<file path="config.mk">
export PLATFORM = sky130hd
export DESIGN_NAME = cordic_io_seq
export DESIGN_NICKNAME = d
export VERILOG_FILES = /design/src/rtl/cordic_pkg.sv /design/src/rtl/cordic_quad_map.sv /design/src/rtl/cordic_io_seq.sv
export SDC_FILE = /design/constraint.sdc
export NUM_CORES = 1
export LEC_CHECK = 0
export CAP_MARGIN = 20
export CORE_MARGIN = 2
export CORE_UTILIZATION = 45
export DETAILED_ROUTE_END_ITERATION = 10
export GPL_TIMING_DRIVEN = 0
export HOLD_SLACK_MARGIN = 0.05
export PLACE_DENSITY = 0.85
export SETUP_SLACK_MARGIN = 0.4
export SYNTH_ARGS = -nofsm -noshare
export SYNTH_HDL_FRONTEND = slang
export SYNTH_SLANG_ARGS = --single-unit
</file>
<file path="constraint.sdc">
create_clock -name clk -period 5.8 [get_ports clk]
set_clock_uncertainty 0.15 [all_clocks]
set_input_delay 1.45 -clock clk [delete_from_list [all_inputs] [get_ports clk]]
set_output_delay 1.45 -clock clk [all_outputs]
set_load 0.03 [all_outputs]
</file>
<file path="src/rtl/cordic_pkg.sv">
// cordic_pkg: shared types and constants for the CORDIC request sequencer.
// FSM encoding, default width, quadrant codes and half-turn constant.
package cordic_pkg;

  typedef enum logic [1:0] {
    IDLE  = 2'd0,
    START = 2'd1,
    BUSY  = 2'd2,
    DONE  = 2'd3
  } seq_state_t;

  localparam int W_DEF = 16;

  // Quadrants already inside [-90, 90) that need no fold.
  localparam logic [1:0] Q_PASS0 = 2'b00;
  localparam logic [1:0] Q_PASS3 = 2'b11;

  // Half turn (180 degrees) at the default width.
  localparam int unsigned HALF_TURN = 2 ** (W_DEF - 1);

endpackage

</file>
<file path="src/rtl/cordic_quad_map.sv">
// cordic_quad_map: folds an angle into [-90, 90) and undoes the fold on results.
// Ports: ang -> z0/flip (fold); flip_q + cos_in/sin_in -> cos_out/sin_out.
module cordic_quad_map
  import cordic_pkg::*;
#(
  parameter int W = W_DEF
) (
  input  logic [W-1:0] ang,
  output logic [W-1:0] z0,
  output logic         flip,
  input  logic         flip_q,
  input  logic [W-1:0] cos_in,
  input  logic [W-1:0] sin_in,
  output logic [W-1:0] cos_out,
  output logic [W-1:0] sin_out
);

  localparam logic [W-1:0] HALF = {1'b1, {(W-1){1'b0}}};
  localparam logic [W-1:0] SMAX = ~HALF;

  logic [1:0] q;
  assign q = ang[W-1:W-2];

  // Rotating by 180 degrees negates both cos and sin.
  always_comb begin
    flip = 1'b1;
    z0   = ang + HALF;
    unique case (1'b1)
      (q == Q_PASS0),
      (q == Q_PASS3): begin
        flip = 1'b0;
        z0   = ang;
      end
      default: ;
    endcase
  end

  // The most negative value has no positive twin; clamp it.
  function automatic logic [W-1:0] sneg(
    input logic [W-1:0] v
  );
    return (v == HALF) ? SMAX : -v;
  endfunction

  assign cos_out = flip_q ? sneg(cos_in) : cos_in;
  assign sin_out = flip_q ? sneg(sin_in) : sin_in;

endmodule

</file>
<file path="src/rtl/cordic_io_seq.sv">
// cordic_io_seq: request sequencer in front of the CORDIC control/datapath.
// in_* request -> bgn/z0 to core, fin/cos_in/sin_in back -> out_* result.
// Macro CORDIC_SEQ_QUAD_EN enables quadrant fold and sign correction.
module cordic_io_seq
  import cordic_pkg::*;
#(
  parameter int W   = W_DEF,
  parameter int TMO = 24
) (
  input  logic         clk,
  input  logic         rst,
  input  logic         in_vld,
  output logic         in_rdy,
  input  logic [W-1:0] in_ang,
  output logic         bgn,
  output logic [W-1:0] z0,
  input  logic         fin,
  input  logic [W-1:0] cos_in,
  input  logic [W-1:0] sin_in,
  output logic         out_vld,
  input  logic         out_rdy,
  output logic [W-1:0] out_cos,
  output logic [W-1:0] out_sin,
  output logic         out_err
);

  localparam int            CW    = $clog2(TMO + 1);
  localparam logic [CW-1:0] TMO_C = CW'(TMO);

  seq_state_t    state;
  logic [CW-1:0] wdog;
  logic [W-1:0]  z0_d;
  logic [W-1:0]  cos_c;
  logic [W-1:0]  sin_c;

  assign in_rdy = (state == IDLE);

`ifdef CORDIC_SEQ_QUAD_EN
  logic flip_d;
  logic flip_q;

  cordic_quad_map #(
    .W(W)
  ) u_map (
    .ang     (in_ang),
    .z0      (z0_d),
    .flip    (flip_d),
    .flip_q  (flip_q),
    .cos_in  (cos_in),
    .sin_in  (sin_in),
    .cos_out (cos_c),
    .sin_out (sin_c)
  );

  always_ff @(posedge clk or posedge rst) begin
    if (rst) begin
      flip_q <= 1'b0;
    end else if (in_rdy && in_vld) begin
      flip_q <= flip_d;
    end
  end
`else
  assign z0_d  = in_ang;
  assign cos_c = cos_in;
  assign sin_c = sin_in;
`endif

  always_ff @(posedge clk or posedge rst) begin
    if (rst) begin
      state   <= IDLE;
      wdog    <= '0;
      bgn     <= 1'b0;
      z0      <= '0;
      out_vld <= 1'b0;
      out_cos <= '0;
      out_sin <= '0;
      out_err <= 1'b0;
    end else begin
      bgn <= 1'b0;
      unique case (state)
        IDLE: begin
          if (in_vld) begin
            z0    <= z0_d;
            bgn   <= 1'b1;
            state <= START;
          end
        end
        START: begin
          wdog  <= '0;
          state <= BUSY;
        end
        BUSY: begin
          // fin takes priority over a same-cycle expiry
          if (fin) begin
            out_cos <= cos_c;
            out_sin <= sin_c;
            out_err <= 1'b0;
            out_vld <= 1'b1;
            state   <= DONE;
          end else if (wdog == TMO_C) begin
            out_cos <= '0;
            out_sin <= '0;
            out_err <= 1'b1;
            out_vld <= 1'b1;
            state   <= DONE;
          end else begin
            wdog <= wdog + CW'(1);
          end
        end
        DONE: begin
          if (out_rdy) begin
            out_vld <= 1'b0;
            state   <= IDLE;
          end
        end
        default: state <= IDLE;
      endcase
    end
  end

endmodule
</file>
Figure 1. Sequential cells coloured by netlist name (run 1).
Drawn at 6 px/um. Other sequential cells in the stronger grey, the rest of the logic in the fainter grey.
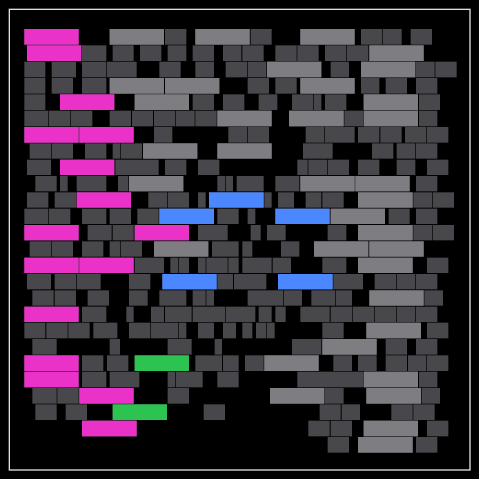
[magenta] z0 | flops: 16
[blue] wdog | flops: 5 | where: middle
[green] state | flops: 2

Figure 2. Met1 routing (run 1).
Drawn at 8 px/um. Supply wires on this layer in grey. Cells faint in the background.
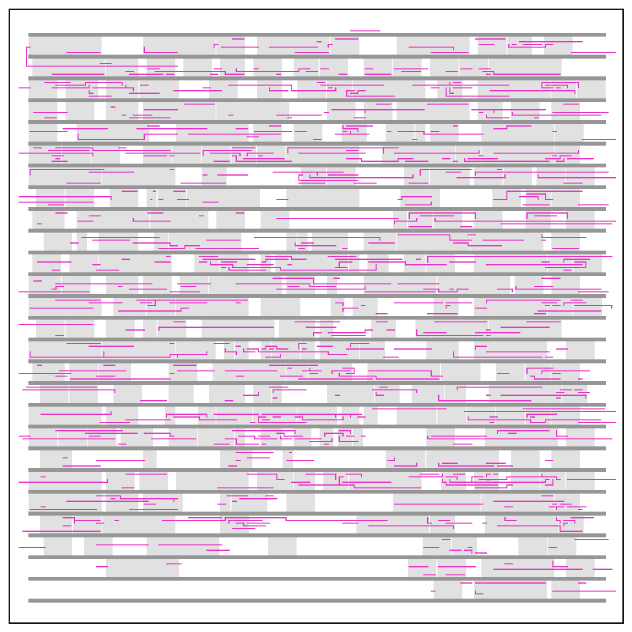
share of all routed wire: 43%
nets with wire on the layer: 294
longest straight run: 23.0 um
main direction: horizontal
wire length on this layer: 2,430 um

==> results.ini, run 1 <==
[outcome]
outcome = completed

[layout]
combGateArea_um2 = 821
fin_area_um2 = 3710
buf_share_pct = 30.4
area_delta_synth_final_pct = 56.7
clock_buffers = 11
ff_latch_area_um2 = 1450

[global_routing]
use_met2_pct = 31.2
use_met1_pct = 25.1
grt_pass1_vias = 1887

[floorplanning]
fp_util_pct = 46.4
io_pins = 105
nWellTaps = 70

[routing]
drtPass1Iterations = 3
wl_met2_mm = 2.59

[worst_setup_path]
start_kind = register
cp_cell_sequence = inv_1 -> ha_1 -> clkdlybuf4s50_1
crit_fanout = 4
cp_data_required_time_ns = 4.20
crit_arrival_ns = 1.79

[sta]
final_max_slew_viol_count = 0
rsz0062_at_grt = false

[synthesis]
netlist_instances = 164
yosys-stat-area_um2 = 2370
ys_types = 30
mux_share_pct = 9.35

[pwr]
seqPwrFrac_pct = 31.7
p_int_mw = 1.33
power.switching_mw = 0.863

[place]
port-buffer-count = 104
dp.cells = 339

[clock_tree]
htreeDepth = 3
cts_resized = 0

Figure 3. Wiring by layer (run 1).
Drawn at 6 px/um. Two of the layers only.
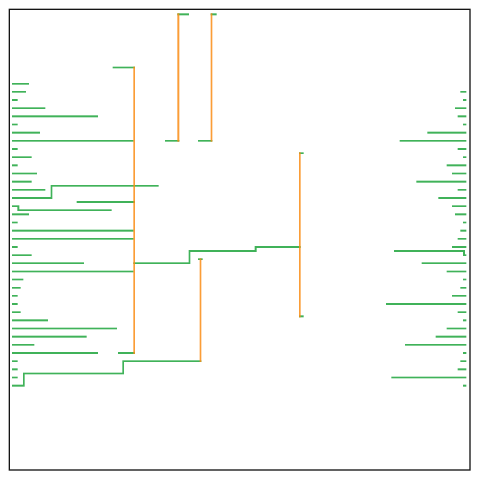
[orange] metal 4 | wire length: 134 um
[green] metal 3 | wire length: 457 um

[run 1: path summary, 6_finish.rpt]
| check | startpoint | endpoint | slack (ns) |
|---|---|---|---|
| worst max-delay path | state[0]$_DFFE_PP0P_ | in_rdy | 2.41 |
| worst min-delay path | out_sin[13]$_DFFE_PP0P_ | out_sin[13]$_DFFE_PP0P_ | 0.35 |
| worst max register to register | state[0]$_DFFE_PP0P_ | state[1]$_DFFE_PP0P_ | 3.85 |
| worst min register to register | out_sin[13]$_DFFE_PP0P_ | out_sin[13]$_DFFE_PP0P_ | 0.35 |
| max in group asynchronous | rst | out_cos[1]$_DFFE_PP0P_ | 3.65 |
| min in group asynchronous | rst | z0[7]$_DFFE_PP0P_ | 1.29 |
[run 1: synthesized netlist by cell type]
cell / n / area [um2]
a21boi_0: 2 / 15.0
a21o_1: 1 / 7.51
a21oi_1: 1 / 5.00
a221oi_2: 1 / 15.0
a22o_1: 32 / 280
and2_1: 1 / 6.26
and4b_4: 1 / 13.8
buf_2: 2 / 10.0
buf_4: 3 / 22.5
buf_6: 3 / 33.8
dfrtp_1: 58 / 1450
ha_1: 7 / 87.6
inv_1: 8 / 30.0
mux2_1: 1 / 11.3
mux2_2: 16 / 180
mux2i_1: 3 / 30.0
nand2_1: 6 / 22.5
nand2b_1: 1 / 6.26
nand3_1: 3 / 15.0
nand4b_2: 1 / 15.0
nor2_1: 1 / 3.75
nor2b_1: 2 / 12.5
nor2b_4: 1 / 13.8
nor3_1: 1 / 5.00
o21ai_0: 1 / 5.00
o21ai_4: 1 / 16.3
o2bb2ai_1: 2 / 17.5
o32a_1: 1 / 10.0
or3b_1: 1 / 8.76
xor2_1: 2 / 17.5
==> run 2: changes to the inputs <==
- CORE_UTILIZATION: 45 -> 42
- PLACE_DENSITY: 0.85 -> 0.8
- clock period: 5.8 -> 3.2 ns (I/O delays scaled with it)
Figure 4. Sequential cells coloured by netlist name (run 2).
Drawn at 6 px/um. Other sequential cells in the stronger grey, the rest of the logic in the fainter grey.
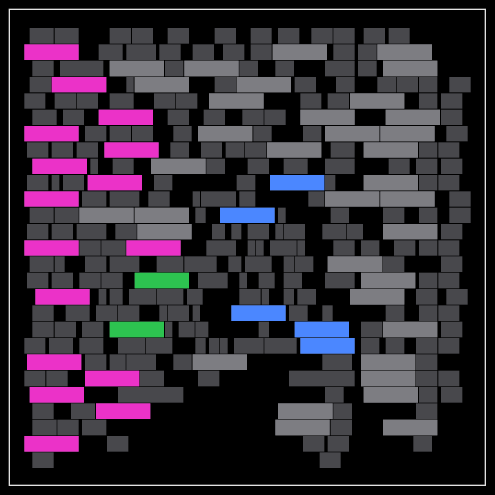
[blue] wdog | flops: 5
[magenta] z0 | flops: 16
[green] state | flops: 2
not coloured: 35

==> run 2 against run 1 <==
Net effect:
- synthesized area unchanged
- non-clock buffer count stayed put
- largest power group unchanged
- highest routed layer unchanged
- global-route usage fell by 1.3 points
==> results.ini, run 2 <==
[worst_setup_path]
timing.rr.end = state[1]$_DFFE_PP0P_
cp_cell_sequence = inv_1 -> ha_1 -> clkdlybuf4s50_1
r2r-start = state[0]$_DFFE_PP0P_
cp_data_required_time_ns = 2.25  ; -1.95 ns
crit_fanout = 4  ; unchanged
crit_arrival_ns = 1.75  ; -0.04 ns
r2r_slack_ns = 1.28  ; -2.57 ns
start_kind = register

[synthesis]
ys_types = 30  ; unchanged
mux_share_pct = 9.35  ; unchanged
netlist_instances = 164  ; unchanged
top_cells_by_count = dfrtp_1 (58), a22o_1 (32), mux2_2 (16)
top_area_share_pct = 61.3  ; unchanged
top_cell = dfrtp_1
top_area_cell = dfrtp_1
yosys-stat-area_um2 = 2370  ; unchanged
ys_top_cells_by_area = dfrtp_1 (61%), a22o_1 (12%), mux2_2 (7.6%)
ff_type = dfrtp_1
edf_count = 0  ; unchanged
syn_area_um2 = 2370
ys_sh_adder_pct = 3.70
ys_async_sr_fraction_pct = 100  ; unchanged

[floorplanning]
fp_util_pct = 43.3  ; -3.1 points

[outcome]
outcome = completed

[clock_tree]
htreeDepth = 3  ; unchanged
cts_tree = done
cts_resized = 0  ; unchanged

[global_routing]
use_met1_pct = 24.1  ; -0.99 points
use_met2_pct = 27.8  ; -3.4 points
grt_pass1_vias = 1906  ; +1.0%

[place]
port-buffer-count = 104  ; unchanged

[sta]
finalHoldViolations = 0
final_max_slew_viol_count = 0  ; unchanged
rsz0062_at_grt = false

[routing]
drtPass1Iterations = 4  ; +1

[min_path]
holdPathEnd = out_cos[2]$_DFFE_PP0P_
min_from = out_cos[2]$_DFFE_PP0P_

[run 2: cell counts after synthesis]
Identical to the previous run, type by type.
[run 2: metal layers]
metal | up-vias | routed length [um]
met5 | - | 0
met4 | 0 | 76
met3 | 8 | 586
met2 | 84 | 2520
met1 | 870 | 2300
li1 | 829 | -
[run 2: cells by family (layout without fill, tap and decap cells)]
group | count (synthesis) | after routing
AOI/OAI and AO/OA | 42 | 42
buffers and inverters | 16 | 137
DFF | 58 | 58
xor gates and xnor gates | 2 | 2
and+or+nand+nor | 19 | 19
adders and majority gates | 7 | 7
muxes | 20 | 20
[run 2: final cells by class]
class                      instances  area, um2
fill                             424       1730
sequential                        58       1450
timing repair buffer             105       1060
multi-input combinational         90        821
clock buffer                      11        141
tap                               72       90.1
clock inverter                     5       77.6
buffer                             8       66.3
inverter                           8       30.0
[run 2: how the worst max path moves through the flow]
| stage | endpoint | start |
|---|---|---|
| after detailed placement | state[1]$_DFFE_PP0P_ | fin |
| after global placement | out_cos[15]$_DFFE_PP0P_ | rst |
| final | in_rdy | state[0]$_DFFE_PP0P_ |
| after CTS | in_rdy | state[1]$_DFFE_PP0P_ |
| after floorplan | bgn$_DFF_PP0_ | rst |
| after global routing | in_rdy | state[0]$_DFFE_PP0P_ |
[run 2: per-stage QoR]
stage | hold WS, ns | std cells | area, um2 | utilization (%)
final | 0.347 | 357 | 3740 | 68.3
after global routing | 0.373 | 357 | 3740 | 68.3
after CTS | 0.352 | 357 | 3740 | 68.3
after detailed placement | 0.331 | 341 | 3520 | 64.3
after global placement | 0.331 | 340 | 3500 | 63.9
after floorplan | 0.343 | 164 | 2370 | -
[run 2: power by group]
part           internal (mW)  switching, mW
Combinational          0.967           1.08
Sequential              1.07          0.190
Clock                  0.457          0.279
Total                   2.49           1.55
Power is estimated from default activity; no workload was simulated.
